Design dmg_timer, sky130hd; sources not shown.
### Power grid

The bar under the picture is 20 um long. Pins as bars on the die edge.
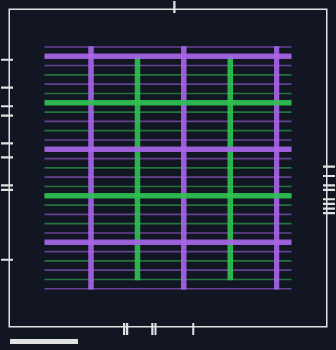
VSS -> purple
VDD -> green
signal pins = 23
met5 straps = 5
met1 rails = 27
met4 straps = 5
y dimension of the die: 92.4 um
Std-Cell Core Area: 5110 um2
chip width: 92.4 um
VDD IR-drop max: 0.474 mV

### Placed cells, one color a class

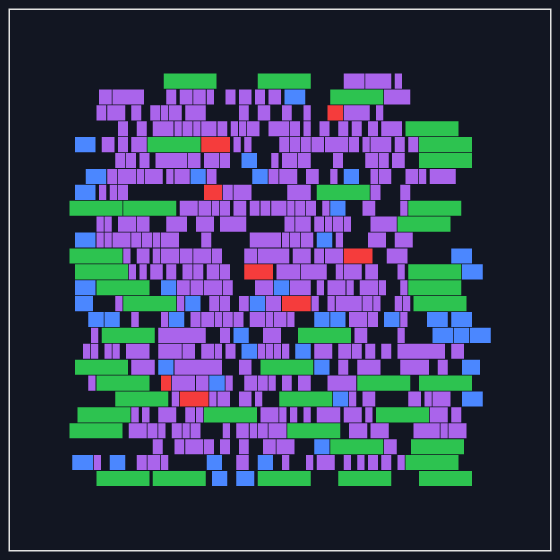
other buffers and delay cells -> blue  # cells 46, share of their area 11%
flops -> green  # cells 41, share of their area 30%
all other logic -> purple  # cells 314, share of their area 57%
clock drivers and dummy loads -> red  # cells 8, share of their area 2.6%
finished layout cell area: 3540 um2
number of cell rows: 26

### Routed clock nets over the placement

The bar under the picture is 20 um long.
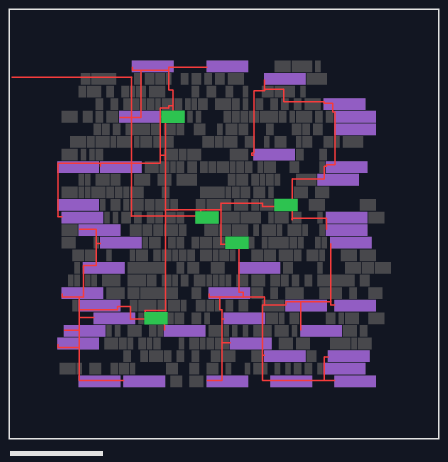
flip-flops -> purple  # count 41
cells driving clock nets -> green  # count 5
clock wires -> red  # length 561 um
routed clock nets = 6
flops lie = spread over the die
setup skew after layout: 8.19 ps
share of power burned in the clock network: 0.137

==> qor.csv <==
stage,metric,value,unit
power,leakage,0.00140,uW
route,average routed wire per standard cell,18.9,um
route,# DRC,0,
logic_synthesis,average size of a mapped cell,8.12,um2
cts,Num CTS Buffers,5,
floorplanning,number of top-level pins,23,
critical_path,largest stage delay on the critical path,510,ps
final_timing,Setup Viol. Count Final,0,
critical_path,worst reg2reg path depth,6,
floorplanning,floorplan die area,8540,um2
route,met3 wire len,958,um
logic_synthesis,share of flip-flops with an asynchronous set or reset,1.00,
place,total cell area at the placement stage,3460,um2
logic_synthesis,sequential element share of the synthesized area,0.332,
logic_synthesis,post-synthesis instance area,3090,um2
logic_synthesis,Mux cell area share,0.0623,
power,Psw,1330,uW
critical_path,CP Class,in2out,
cells_and_area,"flip-flop count of the largest register, all copies and words added",16,
logic_synthesis,Post-synth EDFFs,0,
critical_path,worst endpoint required time,2320,ps
power,total power divided by cell area,808,nW/um2
logic_synthesis,post-synthesis instance total,381,
critical_path,kind of launch point of the worst setup path,primary input,
power,total power draw,2860,uW
hold_path,class of the worst hold path,reg2reg,
grt,pin count of the biggest net entering global routing,42,
grt,remaining global-route overflow,0,
cts,Bufs on Longest Clock Path,2,
critical_path,highest-delay cell along the critical path,sky130_fd_sc_hd__mux4_2,
grt,number of antenna violations at the first check in global routing,0,
logic_synthesis,share of the synthesized area in the top cell type,0.332,
flow_run,number of warnings in the stage logs,29,
critical_path,internal reg-to-reg setup slack,440,ps
grt,global-route wire length before repair,14.7,mm
logic_synthesis,Top non-seq family,simple AND/OR/NAND/NOR gates,
cts,CTS tree,built,
route,total length of routed met2 wires,3.97,mm
logic_synthesis,dominant cell type by area after synthesis,sky130_fd_sc_hd__dfrtp_1,
cts,cts repair resizes,3,
place,sum of net half-perimeters after detailed placement,6.59,mm
critical_path,largest driver fanout on the critical path,6,
logic_synthesis,yosys stat area,3090,um2
power,switching share of total power,0.463,
final_timing,maximum clock frequency,0.352,GHz
critical_path,Worst Path Arrival,2260,ps
cells_and_area,share of final-layout standard cells stronger than drive strength 1,0.137,
flow_run,Max Cap Violations,0,
grt,via count of the first global-routing pass,3016,
final_timing,unrepaired setup endpoints after global routing,no,
logic_synthesis,leading cell type by number of instances after synthesis,sky130_fd_sc_hd__nand2_1,
logic_synthesis,area fraction in xor and xnor cells,0.0425,
cells_and_area,layout-stage area growth over the synthesis result,14.6,%
cts,number of levels in the clock H-tree,2,
place,number of port buffers,22,
logic_synthesis,top cell types by occurrence after synthesis,"62 x sky130_fd_sc_hd__nand2_1, 41 x sky130_fd_sc_hd__dfrtp_1, 30 x sky130_fd_sc_hd__o21ai_0, 27 x sky130_fd_sc_hd__a21oi_1, 22 x sky130_fd_sc_hd__nor2_1",
route,uppermost metal layer occupied by signal nets,met4,
cts,number of clock sinks seen by CTS,41,
cells_and_area,highest-count cells in the layout ignoring fill and taps,"62 x sky130_fd_sc_hd__nand2_1, 41 x sky130_fd_sc_hd__dfrtp_1, 30 x sky130_fd_sc_hd__o21ai_0, 29 x sky130_fd_sc_hd__buf_4, 27 x sky130_fd_sc_hd__a21oi_1",
power,Flop+latch power,1010,uW
floorplanning,Pre-Place Util,0.606,
cells_and_area,antenna cell count,0,
power,top power group,combinational logic,
route,WL met1,3.82,mm
logic_synthesis,# Cells Yosys,381,
critical_path,CP Cell Sequence,"clkdlybuf4s50_1, buf_4, mux4_2, nand2b_1, dlygate4sd2_1",
final_timing,final hold violations,0,
critical_path,total buffers and inverters traversed by the critical path,3,
final_timing,post-route minimum period,2840,ps
logic_synthesis,Netlist cell types,61,
power,Combinational Power Share,0.511,
power,Sequential Power Share,0.351,
route,1st-pass router iterations,6,
cells_and_area,most common logic cell in the routed design,sky130_fd_sc_hd__nand2_1,
logic_synthesis,Syn Nets,402,
cts,Worst-Skew Late Latency,310,ps
cts,CTS clock-pin slew for the worst setup and hold paths,80,ps
route,Starting DRT DRC Count,529,
route,drt via density,6.74,
power,Logic power comb,1460,uW
final_timing,max-slew violations,0,
power,Int Pwr,1540,uW
place,placer congestion estimate,1.03,
final_timing,fin crit share,0.980,
final_timing,slew at the pin closest to its max-slew limit,662,ps
critical_path,cell family contributing the most delay on the critical path,buffers and inverters,
critical_path,critical path endpoint category,output port,
grt,all-layer global routing usage,0.210,
critical_path,depth of the critical timing path with buffers and inverters included,5,
final_timing,relative slew slack,0.557,
logic_synthesis,dominant register cell,sky130_fd_sc_hd__dfrtp_1,
status,run status,"finished, final reports clean",
cts,post-CTS setup buffers,0,
logic_synthesis,tally of yosys warning messages,0,
logic_synthesis,cell types occupying the most area after synthesis,"sky130_fd_sc_hd__dfrtp_1 33%, sky130_fd_sc_hd__nand2_1 7.5%, sky130_fd_sc_hd__o21ai_0 4.9%",
cts,Clock Tree Root,sky130_fd_sc_hd__clkbuf_8,
cts,post-cts hold-fix buffer tally,0,
logic_synthesis,number of flip-flops and latches in the synthesized netlist,41,
[per-stage QoR]
step / utilization / hold WS [ps] / instances / worst slack [ps]
final: 0.694 / 443 / 479 / 58.9
after floorplan: - / 406 / 381 / 431
after global routing: 0.694 / 497 / 479 / 9.33
after CTS: 0.694 / 446 / 479 / 54.5
after detailed placement: 0.677 / 432 / 471 / -165
after global placement: 0.677 / 429 / 471 / -150
[final cells by class]
class                      instances  area, um2
multi-input combinational        303       1910
fill                             438       1560
sequential                        41       1030
timing repair buffer              46        384
tap                               70       87.6
clock buffer                       5       68.8
inverter                          11       41.3
clock inverter                     3       21.3
[routing by layer]
layer / GRT usage / vias up
met1: 0.283 / 1510
li1: - / 1447
met2: 0.327 / 235
met3: 0.0315 / 35
met5: 0 / -
met4: 0.0874 / 0
Power figures rest on the tool's default switching activity, not on a simulated workload.
